[config.mk]
export PLATFORM = sky130hd
export DESIGN_NAME = mem_fetch_seq
export DESIGN_NICKNAME = d
export VERILOG_FILES = /design/src/rtl/mem_fetch_seq.sv
export SDC_FILE = /design/constraint.sdc
export NUM_CORES = 1
export LEC_CHECK = 0
export CAP_MARGIN = 10
export CORE_UTILIZATION = 44
export DETAILED_ROUTE_END_ITERATION = 7
export PLACE_DENSITY_LB_ADDON = 0.3
export SLEW_MARGIN = 10
export SYNTH_ARGS = -nofsm -noshare
export SYNTH_HDL_FRONTEND = slang
export SYNTH_SLANG_ARGS = --single-unit
[constraint.sdc]
create_clock -name clk -period 6.5 [get_ports clk]
set_input_delay 0.975 -clock clk [delete_from_list [all_inputs] [get_ports clk]]
set_output_delay 0.975 -clock clk [all_outputs]
set_load 0.1 [all_outputs]
[src/rtl/mem_fetch_seq.sv]
// Memory-access sequencer with IR/MDR latches: turns level memory strobes into a req/ack transfer and stalls the controller.
// Optional bus watchdog enabled by defining MEM_WDOG_EN.
module mem_fetch_seq #(
  parameter int unsigned ADDR_W  = 32,
  parameter int unsigned DATA_W  = 32,
  parameter int unsigned TIMEOUT = 255
) (
  input  logic              clk,
  input  logic              rst,
  input  logic              mem_rd,
  input  logic              mem_wr,
  input  logic              ior_d,
  input  logic              ir_write,
  input  logic [ADDR_W-1:0] pc,
  input  logic [ADDR_W-1:0] alu_out,
  input  logic [DATA_W-1:0] wdata,
  output logic              mem_req,
  output logic              mem_we,
  output logic [ADDR_W-1:0] mem_addr,
  output logic [DATA_W-1:0] mem_wdata,
  input  logic              mem_ack,
  input  logic [DATA_W-1:0] mem_rdata,
  output logic              stall,
  output logic [DATA_W-1:0] ir,
  output logic [5:0]        op,
  output logic [DATA_W-1:0] mdr,
  output logic              align_err,
  output logic              bus_err
);

  localparam logic [1:0] IDLE = 2'd0;
  localparam logic [1:0] BUSY = 2'd1;
  localparam logic [1:0] DONE = 2'd2;

  if (TIMEOUT < 1 || TIMEOUT > 65535) begin : gBadTimeout
    $error("mem_fetch_seq: TIMEOUT must be in 1..65535");
  end

  logic [1:0]        state;
  logic [1:0]        nextState;
  logic              issue;
  logic              finish;
  logic              abort;
  logic              irWrPend;
  logic [ADDR_W-1:0] addrSel;

  assign addrSel = ior_d ? alu_out : pc;

  // State register
  always_ff @(posedge clk or posedge rst) begin
    if (rst) state <= IDLE;
    else     state <= nextState;
  end

  // Next-state and transfer-event decode
  always_comb begin
    nextState = state;
    issue     = 1'b0;
    finish    = 1'b0;
    case (state)
      IDLE: begin
        if (mem_rd || mem_wr) begin
          issue     = 1'b1;
          nextState = BUSY;
        end
      end
      BUSY: begin
        if (mem_ack) begin
          finish    = 1'b1;
          nextState = DONE;
        end else if (abort) begin
          nextState = DONE;
        end
      end
      DONE:    nextState = IDLE;
      default: nextState = IDLE;
    endcase
  end

  // Controller holds while a request is being issued or is in flight
  assign stall = ~rst & (issue | (state == BUSY));

  assign op = ir[31:26];

  // Bus request registers and IR/MDR latches
  always_ff @(posedge clk or posedge rst) begin
    if (rst) begin
      mem_req   <= 1'b0;
      mem_we    <= 1'b0;
      mem_addr  <= '0;
      mem_wdata <= '0;
      irWrPend  <= 1'b0;
      align_err <= 1'b0;
      ir        <= '0;
      mdr       <= '0;
    end else begin
      align_err <= 1'b0;
      if (issue) begin
        mem_req   <= 1'b1;
        mem_we    <= mem_wr;
        mem_addr  <= {addrSel[ADDR_W-1:2], 2'b00};
        mem_wdata <= wdata;
        irWrPend  <= ir_write & ~mem_wr;
        align_err <= |addrSel[1:0];
      end
      if (finish) begin
        mem_req <= 1'b0;
        if (!mem_we) begin
          mdr <= mem_rdata;
          if (irWrPend) ir <= mem_rdata;
        end
      end
      if (abort) mem_req <= 1'b0;
    end
  end

`ifdef MEM_WDOG_EN
  localparam logic [15:0] TimeoutCnt = 16'(TIMEOUT);

  logic [15:0] wdogCnt;
  logic [15:0] wdogInc;

  assign wdogInc = wdogCnt + 16'd1;
  // Ack in the same cycle as expiry takes precedence
  assign abort   = (state == BUSY) & ~mem_ack & (wdogInc == TimeoutCnt);

  // Counts BUSY cycles without ack; cleared on each new request
  always_ff @(posedge clk or posedge rst) begin
    if (rst) begin
      wdogCnt <= 16'd0;
    end else if (issue) begin
      wdogCnt <= 16'd0;
    end else if (state == BUSY && !mem_ack) begin
      wdogCnt <= wdogInc;
    end
  end

  // Sticky abort flag, cleared only by reset
  always_ff @(posedge clk or posedge rst) begin
    if (rst)        bus_err <= 1'b0;
    else if (abort) bus_err <= 1'b1;
  end
`else
  assign abort   = 1'b0;
  assign bus_err = 1'b0;
`endif

endmodule
Run 1, port wiring:
Bar = 20 um.
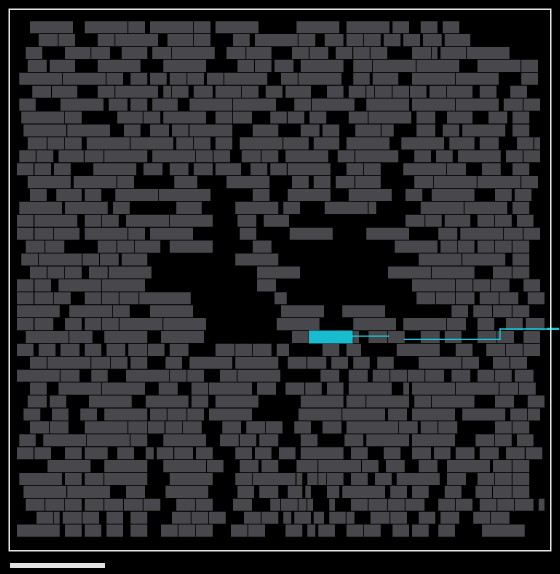
Cyan stands for mem_req, bits 1, direction output, edge right, end cells 1, buffers 1, wire 41.0 um.

Run 1, zoomed window:
Region (8, 65) to (48, 105) um. Cells in gray, sequential cells in the stronger gray; small squares are vias.
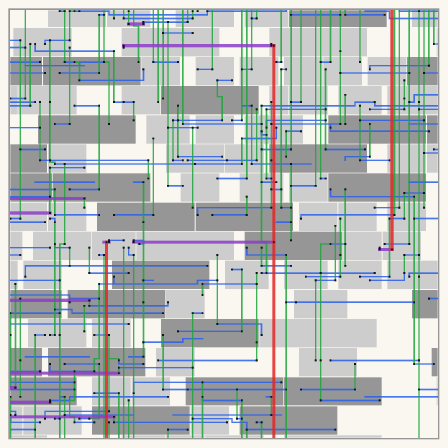
Blue stands for met1. Purple stands for met3. Green stands for met2. Red stands for met4.
77 logic cells have their middle in the window. Most frequent: clkdlybuf4s50_1 (28), dfrtp_1 (21), mux2_4 (12). Sequential cells in the window: 21. Netlist names of flops here include ir (12), mdr (9).

==> impl_metrics.py, run 1 <==
# Flow results
metrics = {
    "final_layout": {
        "antenna_cells": 0,
        "final_cell_area_sq_mm": 0.00884,
        "fin_nets": 737,
    },
    "synth": {
        "synthDistinctLibCells": 20,
        "edf_count": 0,
        "synthXorXnorAreaFrac_pct": 0,
        "yosys.area_share.simple_pct": 0.956,
        "synth-compound-area-share_pct": 0.637,
        "ys.flop_type": "dfrtp_1",
        "logic_family": "multiplexers",
        "ys_area_sq_mm": 0.00550,
        "syn_area_sq_mm": 0.00550,
    },
    "final_timing": {
        "max_clock_freq_mhz": 251,
        "fin_skew_ps": 6.07,
        "slew_headroom_pct": 30.9,
        "fin_crit_sh_pct": 61.4,
        "worstMarginPinSlew_ps": 1030,
        "tns_ps": 0,
        "finalSetupViolCount": 0,
        "rsz0062_at_grt": "no",
    },
    "clock_tree": {
        "clk_path_buf_depth": 2,
        "clk_pin_slew_ps": 50,
        "clkLatencyLatePin_ps": 410,
        "ctsRootBufferMaster": "clkbuf_16",
        "cts_tree": "done",
    },
    "floorplanning": {
        "dieWidth_um": 114,
        "fp_util_pct": 45.4,
        "die_y_um": 114,
        "dieArea_sq_mm": 0.0129,
    },
    "setup_path": {
        "r2r_slack_ps": 3970,
        "required_ps": 5520,
        "slowest_stage": "clkdlybuf4s50_1",
        "crit_path_max_fanout": 4,
    },
    "detailed_routing": {
        "wl_per_cell_um": 18.0,
        "drt_wl_total_um": 14100,
        "drt-vias-per-instance": 4.77,
    },
    "placement": {
        "io_buffer_count": 270,
        "dp_slack_ps": 2500,
        "place_area_sq_mm": 0.00824,
        "dpl.hpwl_um": 10200,
    },
    "flow_run": {
        "drv_cap": 0,
        "tool_warnings": 26,
    },
    "status": {
        "status": "completed",
    },
    "global_routing": {
        "grt_pass1_wl_um": 21700,
    },
    "min_path": {
        "min-delay-start": "mem_addr[22]",
        "holdPathStages": 1,
    },
}
Run 1, metal layers overlaid:
Two of the layers only.
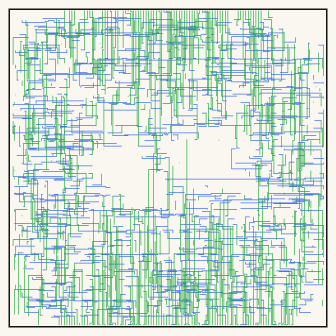
Green stands for met2, wire length 7600 um. Blue stands for met1, wire length 5050 um.

## run 1: stage by stage
stage               util (%)  instances
global route            73.0        782
CTS                     73.0        782
detailed placement      68.1        751
finish                  73.0        782
floorplan                  -        337
global placement        68.1        751
## run 1: logic make-up after synthesis
family	after synthesis
buffers and inverters	30
multiplexers	158
AND/OR/NAND/NOR	8
other	1
flip-flops	132
AND-OR/OR-AND	6
## run 1: critical path: cells and delay by family
family / cells / cell delay (ps)
AOI/OAI and AO/OA: 2 / 370
buffers and inverters: 2 / 1670
## run 1: registers in the layout (all words and copies together), names as in the netlist
register	cells
ir	32
mdr	32
mem_wdata	32
mem_addr	30
state	2
align_err	1
irWrPend	1
mem_req	1
mem_we	1
## run 1: cells in the final DEF, fill, tap and decap left out
cell type	synthesis	layout
mux2_4	30	30
bufinv_16	0	3
mux2_2	123	123
dfrtp_1	132	132
nand2b_1	1	1
inv_6	0	1
nor2b_1	1	1
inv_4	0	1
clkbuf_1	1	2
clkbuf_16	0	17
nor2_1	3	3
clkbuf_8	0	3
clkinv_2	0	4
o21ai_0	3	3
mux2_1	5	5
nand2_4	1	1
clkdlybuf4s50_1	0	270
and4bb_2	0	1
inv_1	3	2
buf_4	19	3
o21a_2	0	1
a211oi_1	1	1
conb_1	1	3
clkinvlp_4	0	1
a21oi_1	1	1
nor3_1	1	1
## run 1: layer usage
metal / part of all wire (%) / track usage [%] / vias to the layer above
met5: 0 / 0 / -
met4: 2.9 / 10.3 / 0
met3: 7.2 / 7.86 / 35
met2: 54 / 40.4 / 156
met1: 36 / 23.4 / 1831
li1: - / - / 1710
## run 1: worst max-delay path by stage
stage,start,end,slack (ps)
after global placement,mem_wr,stall,2530
after floorplan,rst,align_err,2000
final,mem_wr,stall,2510
after global routing,mem_wr,stall,2430
after CTS,mem_wr,stall,2500
after detailed placement,mem_wr,stall,2500
## run 1: layout make-up
cell class	instances	area, sq um
tap	168	210
inverter	3	13.8
clock buffer	22	474
clock inverter	9	126
timing repair buffer	273	2730
fill	840	3270
multi-input combinational	175	1990
sequential	132	3300
==> inputs of run 2 (changes only) <==
CORE_UTILIZATION = 40   (was 44)
clock period = 3.9 ns   (was 6.5 ns; I/O delays follow)
Run 2, zoomed window:
Region (10, 69) to (50, 109) um. Cells in gray, sequential cells in the stronger gray; small squares are vias.
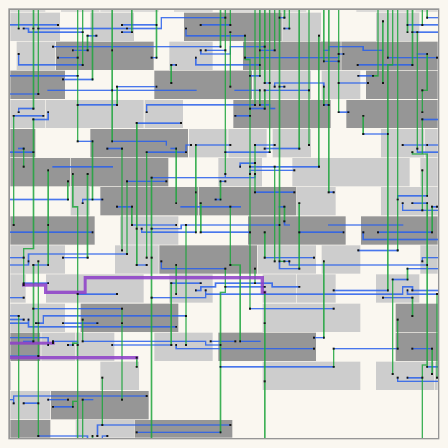

Run 2, register map, names as in the netlist:
Bar = 20 um.
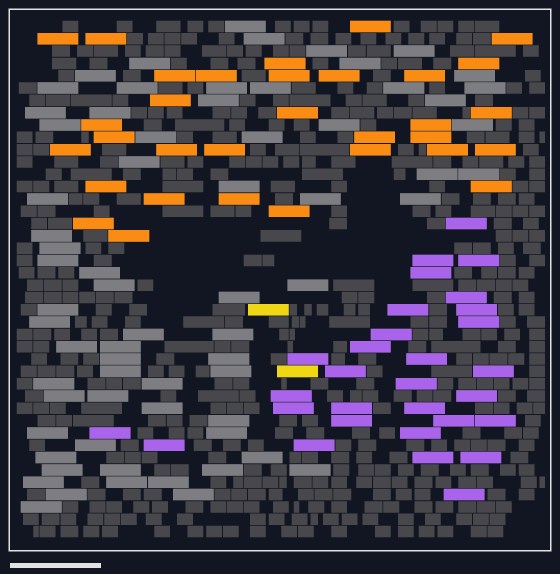
Yellow stands for state, flops 2. Purple stands for mem_addr, flops 30. Orange stands for ir, flops 32.

==> run 2 against run 1 <==
Die area is 9.8% higher. Via count is 0.38% lower. Register-to-register slack got worse by 2100 ps. Wire length shrank 1.9%. Largest cell class unchanged.
==> impl_metrics.py, run 2 <==
# Flow results
metrics = {
    "clock_tree": {
        "clkLatencyLatePin_ps": 410,
        "cts_tree": "done",
        "ctsRootBufferMaster": "clkbuf_16",
    },
    "global_routing": {
        "use_met1_pct": 23.4,
        "grt_pass1_wl_um": 21900,
        "met3_usage_pct": 6.23,
        "grt.met2_usage_pct": 35.1,
    },
    "setup_path": {
        "crit_arrival_ps": 1960,
        "crit_path_max_fanout": 3,
        "startpoint": "ir[26]",
        "crit_end": "ir[26]",
        "cp_top_family": "buffers and inverters",
        "required_ps": 3310,
        "r2r_slack_ps": 1830,
        "slowest_stage": "clkdlybuf4s50_1",
        "critPathKind": "reg2out",
        "crit_cells": 1,
    },
    "placement": {
        "place_inst": 762,
        "io_buffer_count": 270,
    },
    "final_timing": {
        "fin_skew_ps": 5.83,
        "slew_headroom_pct": 29.6,
        "max_clock_freq_mhz": 393,
        "fin_crit_sh_pct": 65.2,
        "worstMarginPinSlew_ps": 1050,
        "rsz0062_at_grt": "no",
        "tns_ps": 0,
        "finalSetupViolCount": 0,
    },
    "synth": {
        "syn_inst": 335,
        "syn_area_sq_mm": 0.00550,
        "ys.flop_type": "dfrtp_1",
        "edf_count": 0,
        "ys_area_sq_mm": 0.00550,
        "synthDistinctLibCells": 20,
    },
    "final_layout": {
        "lay_top_count": "clkdlybuf4s50_1",
        "top_regs": "ir: 32 flops, mdr: 32 flops, mem_wdata: 32 flops",
        "fin_nets": 740,
        "fin_cells": 794,
        "final_cell_mix": "clkdlybuf4s50_1, dfrtp_1, mux2_2, mux2_4, clkbuf_16",
        "fillers": 985,
    },
    "flow_run": {
        "drv_cap": 0,
    },
    "floorplanning": {
        "dieArea_sq_mm": 0.0142,
        "dieWidth_um": 119,
        "die_y_um": 119,
    },
    "detailed_routing": {
        "drt-vias-per-instance": 4.68,
        "drt_wl_total_um": 13800,
        "wl_per_cell_um": 17.4,
    },
    "status": {
        "status": "completed",
    },
}
-- run 2: kinds of logic after synthesis --
| kind of cell | Yosys count | share of synthesized area, % |
|---|---|---|
| other | 1 | 0.0682 |
| AND/OR/NAND/NOR | 8 | 0.956 |
| AND-OR/OR-AND | 6 | 0.637 |
| flip-flops | 132 | 60.1 |
| buffers and inverters | 30 | 3.85 |
| multiplexers | 158 | 34.4 |
-- run 2: worst min-delay path by stage --
stage | from | to | slack [ps] | depth (start not counted)
after floorplan | irWrPend | irWrPend | 540 | 1
after global placement | mdr[4] | mdr[4] | 490 | 1
after detailed placement | ir[9] | ir[9] | 490 | 1
after CTS | mdr[21] | mdr[21] | 510 | 1
after global routing | ir[15] | ir[15] | 520 | 1
final | mdr[17] | mdr[17] | 500 | 1
-- run 2: stage by stage --
| step | setup WS (ps) | hold WS (ps) | util, % | instance area (sq um) |
|---|---|---|---|---|
| 2_1_floorplan | 1090 | 540 | - | 5510 |
| 3_3_place_gp | 1370 | 489 | 62.1 | 8290 |
| 3_5_place_dp | 1310 | 493 | 62.1 | 8290 |
| 4_1_cts | 1330 | 509 | 66.8 | 8920 |
| 5_1_grt | 1290 | 519 | 66.8 | 8920 |
| 6_report | 1360 | 503 | 66.8 | 8920 |
-- run 2: final cells by class --
class	count	area [sq um]	area share (%)
sequential	132	3300	37.0
clock buffer	17	425	4.77
multi-input combinational	175	1990	22.3
clock inverter	15	204	2.29
inverter	3	15.0	0.168
timing repair buffer	276	2760	30.9
tap	176	220	2.47
-- run 2: layer usage --
layer  wire (um)  vias up  share of wire (%)
li1            -     1718                  -
met1        5320     1847                 39
met2        7340      136                 53
met3         897       17                6.5
met4         258        0                1.9
met5           0        -                  0
